==> src/rtl/output_writeback_pkg.sv <==
// Shared types, default geometry and helpers for the output write-back path.
package output_writeback_pkg;

  localparam int DEF_IO_DATA_WIDTH      = 16;
  localparam int DEF_FEATURE_MAP_WIDTH  = 1024;
  localparam int DEF_FEATURE_MAP_HEIGHT = 1024;
  localparam int DEF_OUTPUT_NB_CHANNELS = 64;
  localparam int DEF_ADDR_WIDTH         = 26;

  localparam int FRAME_WORDS = DEF_FEATURE_MAP_WIDTH * DEF_FEATURE_MAP_HEIGHT * DEF_OUTPUT_NB_CHANNELS;

  typedef struct packed {
    logic [DEF_ADDR_WIDTH-1:0]    addr;
    logic [DEF_IO_DATA_WIDTH-1:0] data;
  } wb_entry_t;

  typedef enum logic [1:0] {
    ST_IDLE,
    ST_RUN,
    ST_DONE
  } wb_state_t;

  function automatic int frame_words(input int w, input int h, input int c);
    return w * h * c;
  endfunction

endpackage

==> src/rtl/output_writeback_if.sv <==
// Pixel stream in, memory write port out; master is the environment, slave is the write-back block.
interface output_writeback_if
  import output_writeback_pkg::*;
  #(
    parameter int IO_DATA_WIDTH      = DEF_IO_DATA_WIDTH,
    parameter int FEATURE_MAP_WIDTH  = DEF_FEATURE_MAP_WIDTH,
    parameter int FEATURE_MAP_HEIGHT = DEF_FEATURE_MAP_HEIGHT,
    parameter int OUTPUT_NB_CHANNELS = DEF_OUTPUT_NB_CHANNELS,
    parameter int ADDR_WIDTH         = DEF_ADDR_WIDTH
  ) ();

  logic                                  in_valid;
  logic signed [IO_DATA_WIDTH-1:0]       in_data;
  logic [$clog2(FEATURE_MAP_WIDTH)-1:0]  in_x;
  logic [$clog2(FEATURE_MAP_HEIGHT)-1:0] in_y;
  logic [$clog2(OUTPUT_NB_CHANNELS)-1:0] in_ch;

  logic                     mem_write_en;
  logic [ADDR_WIDTH-1:0]    mem_write_addr;
  logic [IO_DATA_WIDTH-1:0] mem_din;
  logic                     mem_ready;

  modport master (
    output in_valid, in_data, in_x, in_y, in_ch, mem_ready,
    input  mem_write_en, mem_write_addr, mem_din
  );

  modport slave (
    input  in_valid, in_data, in_x, in_y, in_ch, mem_ready,
    output mem_write_en, mem_write_addr, mem_din
  );

endinterface

==> src/rtl/output_writeback_wb_fifo.sv <==
// Synchronous FIFO of write-back entries; pointers carry an extra wrap bit to tell full from empty.
module wb_fifo
  import output_writeback_pkg::*;
  #(
    parameter type entry_t = wb_entry_t,
    parameter int  DEPTH   = 8
  ) (
    input  logic   clk,
    input  logic   rst,
    input  logic   flush,
    input  logic   push,
    input  entry_t push_data,
    input  logic   pop,
    output entry_t head,
    output logic   full,
    output logic   empty
  );

  localparam int IDX_W = $clog2(DEPTH);

  logic [IDX_W:0] wr_ptr;
  logic [IDX_W:0] rd_ptr;
  entry_t         mem [DEPTH];
  logic           do_push;
  logic           do_pop;

  assign empty   = (wr_ptr == rd_ptr);
  assign full    = (wr_ptr[IDX_W] != rd_ptr[IDX_W]) && (wr_ptr[IDX_W-1:0] == rd_ptr[IDX_W-1:0]);
  assign do_pop  = pop && !empty;
  // A simultaneous pop frees the slot, so a push into a full FIFO still lands.
  assign do_push = push && (!full || do_pop);
  assign head    = mem[rd_ptr[IDX_W-1:0]];

  always_ff @(posedge clk) begin
    if (rst || flush) begin
      wr_ptr <= '0;
      rd_ptr <= '0;
    end else begin
      if (do_push) wr_ptr <= wr_ptr + (IDX_W+1)'(1);
      if (do_pop)  rd_ptr <= rd_ptr + (IDX_W+1)'(1);
    end
  end

  always_ff @(posedge clk) begin
    if (do_push && !rst && !flush) mem[wr_ptr[IDX_W-1:0]] <= push_data;
  end

endmodule

==> src/rtl/output_writeback.sv <==
// Converts the output-pixel stream into linear frame addresses and drains them into a stallable memory port.
module output_writeback
  import output_writeback_pkg::*;
  #(
    parameter int IO_DATA_WIDTH      = DEF_IO_DATA_WIDTH,
    parameter int FEATURE_MAP_WIDTH  = DEF_FEATURE_MAP_WIDTH,
    parameter int FEATURE_MAP_HEIGHT = DEF_FEATURE_MAP_HEIGHT,
    parameter int OUTPUT_NB_CHANNELS = DEF_OUTPUT_NB_CHANNELS,
    parameter int FIFO_DEPTH         = 8,
    parameter int ADDR_WIDTH         = DEF_ADDR_WIDTH,
    parameter int BASE_ADDR          = 0,
    localparam int FRAME_TOTAL = frame_words(FEATURE_MAP_WIDTH, FEATURE_MAP_HEIGHT, OUTPUT_NB_CHANNELS),
    localparam int COUNT_WIDTH = $clog2(FRAME_TOTAL + 1)
  ) (
    input  logic                   clk,
    input  logic                   rst_in,
    input  logic                   start,
    output_writeback_if.slave      bus,
    output logic                   busy,
    output logic                   done,
    output logic                   overflow,
    output logic [COUNT_WIDTH-1:0] write_count
  );

  typedef struct packed {
    logic [ADDR_WIDTH-1:0]    addr;
    logic [IO_DATA_WIDTH-1:0] data;
  } entry_t;

  wb_state_t state;
  wb_state_t state_next;
  logic      stage_valid;
  entry_t    stage_entry;
  entry_t    stage_next;
  entry_t    head;
  logic      fifo_full;
  logic      fifo_empty;
  logic      transfer;
  logic      last_write;

  // Address is formed at full ADDR_WIDTH so nothing is truncated before the final sum.
  always_comb begin
    stage_next.addr = ADDR_WIDTH'(BASE_ADDR)
                    + (ADDR_WIDTH'(bus.in_y) * ADDR_WIDTH'(FEATURE_MAP_WIDTH) + ADDR_WIDTH'(bus.in_x))
                      * ADDR_WIDTH'(OUTPUT_NB_CHANNELS)
                    + ADDR_WIDTH'(bus.in_ch);
    stage_next.data = bus.in_data;
  end

  always_ff @(posedge clk) begin
    if (rst_in || start) stage_valid <= 1'b0;
    else                 stage_valid <= bus.in_valid && (state == ST_RUN);
    stage_entry <= stage_next;
  end

  wb_fifo #(
    .entry_t (entry_t),
    .DEPTH   (FIFO_DEPTH)
  ) u_fifo (
    .clk       (clk),
    .rst       (rst_in),
    .flush     (start),
    .push      (stage_valid),
    .push_data (stage_entry),
    .pop       (transfer),
    .head      (head),
    .full      (fifo_full),
    .empty     (fifo_empty)
  );

  assign transfer           = bus.mem_write_en && bus.mem_ready;
  assign last_write         = transfer && (write_count == COUNT_WIDTH'(FRAME_TOTAL - 1));
  assign bus.mem_write_en   = !fifo_empty;
  assign bus.mem_write_addr = fifo_empty ? '0 : head.addr;
  assign bus.mem_din        = fifo_empty ? '0 : head.data;

  always_ff @(posedge clk) begin
    if (rst_in || start) begin
      write_count <= '0;
      overflow    <= 1'b0;
    end else begin
      if (transfer) write_count <= write_count + COUNT_WIDTH'(1);
      if (stage_valid && fifo_full && !transfer) overflow <= 1'b1;
    end
  end

  always_ff @(posedge clk) begin
    if (rst_in) state <= ST_IDLE;
    else        state <= state_next;
  end

  // start wins from any state, restarting the frame.
  always_comb begin
    state_next = state;
    busy       = 1'b0;
    done       = 1'b0;
    case (state)
      ST_IDLE: ;
      ST_RUN: begin
        busy = 1'b1;
        if (last_write) state_next = ST_DONE;
      end
      ST_DONE: done = 1'b1;
      default: state_next = ST_IDLE;
    endcase
    if (start) state_next = ST_RUN;
  end

endmodule

==> src/flat_wrapper.sv <==
// flat-port wrapper written by rule: the top's interface ports become plain ports
module output_writeback_flat import output_writeback_pkg::*;
#(
    parameter int IO_DATA_WIDTH      = DEF_IO_DATA_WIDTH,
    parameter int FEATURE_MAP_WIDTH  = DEF_FEATURE_MAP_WIDTH,
    parameter int FEATURE_MAP_HEIGHT = DEF_FEATURE_MAP_HEIGHT,
    parameter int OUTPUT_NB_CHANNELS = DEF_OUTPUT_NB_CHANNELS,
    parameter int FIFO_DEPTH         = 8,
    parameter int ADDR_WIDTH         = DEF_ADDR_WIDTH,
    parameter int BASE_ADDR          = 0,
    localparam int FRAME_TOTAL = frame_words(FEATURE_MAP_WIDTH, FEATURE_MAP_HEIGHT, OUTPUT_NB_CHANNELS),
    localparam int COUNT_WIDTH = $clog2(FRAME_TOTAL + 1)
  )
  (clk, rst_in, start, busy, done, overflow, write_count, bus_in_valid, bus_in_data, bus_in_x, bus_in_y, bus_in_ch, bus_mem_ready, bus_mem_write_en, bus_mem_write_addr, bus_mem_din);
  output_writeback_if #(.IO_DATA_WIDTH(IO_DATA_WIDTH), .FEATURE_MAP_WIDTH(FEATURE_MAP_WIDTH), .FEATURE_MAP_HEIGHT(FEATURE_MAP_HEIGHT), .OUTPUT_NB_CHANNELS(OUTPUT_NB_CHANNELS), .ADDR_WIDTH(ADDR_WIDTH)) bus_i ();
  input  logic clk;
  input  logic rst_in;
  input  logic start;
  output logic busy;
  output logic done;
  output logic overflow;
  output logic [COUNT_WIDTH-1:0] write_count;
  input wire logic [$bits(bus_i.in_valid)-1:0] bus_in_valid;
  input wire logic [$bits(bus_i.in_data)-1:0] bus_in_data;
  input wire logic [$bits(bus_i.in_x)-1:0] bus_in_x;
  input wire logic [$bits(bus_i.in_y)-1:0] bus_in_y;
  input wire logic [$bits(bus_i.in_ch)-1:0] bus_in_ch;
  input wire logic [$bits(bus_i.mem_ready)-1:0] bus_mem_ready;
  output wire logic [$bits(bus_i.mem_write_en)-1:0] bus_mem_write_en;
  output wire logic [$bits(bus_i.mem_write_addr)-1:0] bus_mem_write_addr;
  output wire logic [$bits(bus_i.mem_din)-1:0] bus_mem_din;
  assign bus_i.in_valid = bus_in_valid;
  assign bus_i.in_data = bus_in_data;
  assign bus_i.in_x = bus_in_x;
  assign bus_i.in_y = bus_in_y;
  assign bus_i.in_ch = bus_in_ch;
  assign bus_i.mem_ready = bus_mem_ready;
  assign bus_mem_write_en = bus_i.mem_write_en;
  assign bus_mem_write_addr = bus_i.mem_write_addr;
  assign bus_mem_din = bus_i.mem_din;
  output_writeback #(.IO_DATA_WIDTH(IO_DATA_WIDTH), .FEATURE_MAP_WIDTH(FEATURE_MAP_WIDTH), .FEATURE_MAP_HEIGHT(FEATURE_MAP_HEIGHT), .OUTPUT_NB_CHANNELS(OUTPUT_NB_CHANNELS), .FIFO_DEPTH(FIFO_DEPTH), .ADDR_WIDTH(ADDR_WIDTH), .BASE_ADDR(BASE_ADDR)) u_core (.clk(clk), .rst_in(rst_in), .start(start), .bus(bus_i), .busy(busy), .done(done), .overflow(overflow), .write_count(write_count));
endmodule
==> config.mk <==
export PLATFORM = sky130hd
export DESIGN_NAME = output_writeback_flat
export DESIGN_NICKNAME = d
export VERILOG_FILES = /design/src/rtl/output_writeback_pkg.sv /design/src/rtl/output_writeback_if.sv /design/src/rtl/output_writeback_wb_fifo.sv /design/src/rtl/output_writeback.sv /design/src/flat_wrapper.sv
export SDC_FILE = /design/constraint.sdc
export NUM_CORES = 1
export LEC_CHECK = 0
export ABC_AREA = 1
export CORE_ASPECT_RATIO = 0.7
export CORE_MARGIN = 2
export CORE_UTILIZATION = 50
export DETAILED_ROUTE_END_ITERATION = 10
export HOLD_SLACK_MARGIN = 0.02
export PLACE_DENSITY = 0.75
export SYNTH_ARGS = -nofsm -noshare
export SYNTH_HDL_FRONTEND = slang
export SYNTH_SLANG_ARGS = --single-unit
==> constraint.sdc <==
create_clock -name clk -period 4.9 [get_ports clk]
set_input_delay 0.98 -clock clk [delete_from_list [all_inputs] [get_ports clk]]
set_output_delay 0.98 -clock clk [all_outputs]
set_load 0.02 [all_outputs]
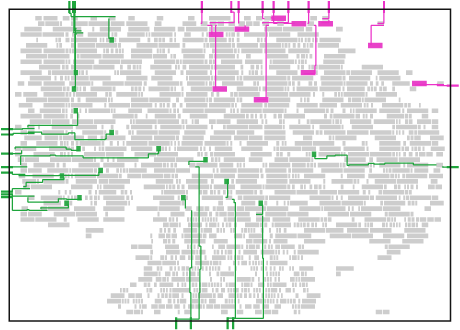
(images/port_trees.png)
Scale: 2 px per um.
bus_in_x: drawn in magenta, bits 10, direction input, edge 9 north, 1 east, end cells 10, buffers 10, wire 256 um. bus_mem_din: drawn in green, bits 16, direction output, edge 8 west, 4 south, 3 north, 1 east, end cells 16, buffers 16, wire 918 um.
port bufs: 119
I/O pin cnt: 120

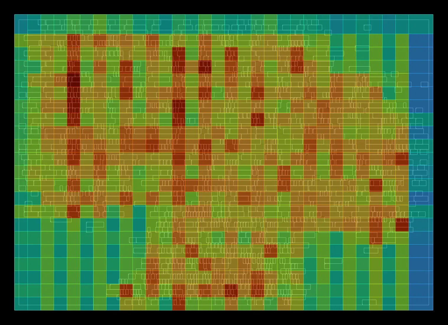
(images/congestion_map.png)
WL/cell: 18.2 um
gr usage total: 0.208
most used routing layer: met1

==> reports/results.ini <==
[die]
fp_util=0.506
die-area_mm2=0.0341
dieHeight_um=155

[setup_path]
critPathCaptureType=output pin
worstPathCellList=buf_12 > o21ai_0 > o21ai_0 > o21ai_0 > a31oi_1 > clkdlybuf4s50_1
critPathMaxFanout=110
reg2reg_from=u_core.u_fifo.wr_ptr[2]$_SDFFE_PP0P_
startpoint_type=register
path_buffers=2

[clock_tree]
cts_sinks=420
hold_buffers=0
clkLatencyLatePin_ps=530

[hold_path]
min_from=u_core.overflow$_SDFFE_PP0P_
hp-class=register to register

[layout]
area_growth_syn_to_layout_pct=17.5
logic_area_mm2=0.00407
lay_top_count=nor2_1
utilization=0.595

[yosys]
simple_gate_share=0.130
syn_avg_cell_area_um2=11.5
flop_cell=edfxtp_1
synthCells=1417
synth_area_mm2=0.0163
syn_nets=1467
yosys.area.top_type=edfxtp_1
postSynthSeqShare=0.722
yosysWarnings=0
synth-edff-count=336
ys_sh_adder=0.00230

[drt]
drt_wl_total_um=35900

[power]
vdd_ir_drop_max_mv=0.308

[final_timing]
setup_ws_ps=527
drv_slew=0
relSlewSlack=0.332
fin_skew_ps=11.2
rsz0062_at_grt=no

[grt]
grt_max_degree=111

[status]
status=complete, no violations

[placed_design]
dp_cells=1902

## cell families (layout without fill, tap and decap cells)
group	after synthesis	after routing
and+or+nand+nor	531	531
xor gates and xnor gates	14	14
AOI/OAI and AO/OA	333	333
adders and majority gates	3	3
buffers and inverters	116	245
DFF	420	420
## sequential cells by signal, indices dropped and copies added (netlist names), named ones only
register	count
u_core.u_fifo.wr_ptr	4
u_core.stage_entry	42
u_core.write_count	27
u_core.u_fifo.mem	336
u_core.overflow	1
u_core.stage_valid	1
u_core.u_fifo.rd_ptr	4
u_core.state	2
## metal layers
metal / global-route usage / vias up / part of all wire
li1: - / 5158 / -
met1: 0.315 / 5222 / 0.45
met2: 0.314 / 458 / 0.45
met3: 0.0305 / 73 / 0.078
met4: 0.0639 / 0 / 0.023
met5: 0 / - / 0
## power breakdown
part           switching (uW)  internal, uW  leakage [uW]
registers                42.1          3860       0.00371
clock network            1250          1650      0.000597
logic                    68.2          61.9       0.00191
## layout make-up
cell class | instances | area share
clock buffers | 58 | 0.0590
clock inverters | 13 | 0.00477
inverters | 38 | 0.00771
multi-input cells | 881 | 0.213
flip-flops and latches | 420 | 0.615
well taps | 427 | 0.0279
repair buffers | 136 | 0.0734
## how the worst max path moves through the flow
| stage | startpoint | endpoint | slack [ps] | cells after the start |
|---|---|---|---|---|
| after CTS | register | bus_mem_write_addr[15] | 510 | 8 |
| final | register | bus_mem_write_addr[15] | 530 | 6 |
| after detailed placement | register | bus_mem_write_addr[15] | 1090 | 8 |
| after global placement | register | bus_mem_write_addr[15] | 1100 | 8 |
| after floorplan | start | u_core.u_fifo.mem[7][0]$_DFFE_PP_ | 290 | 3 |
| after global routing | register | bus_mem_write_addr[15] | 320 | 8 |
Power is estimated from default activity; no workload was simulated.
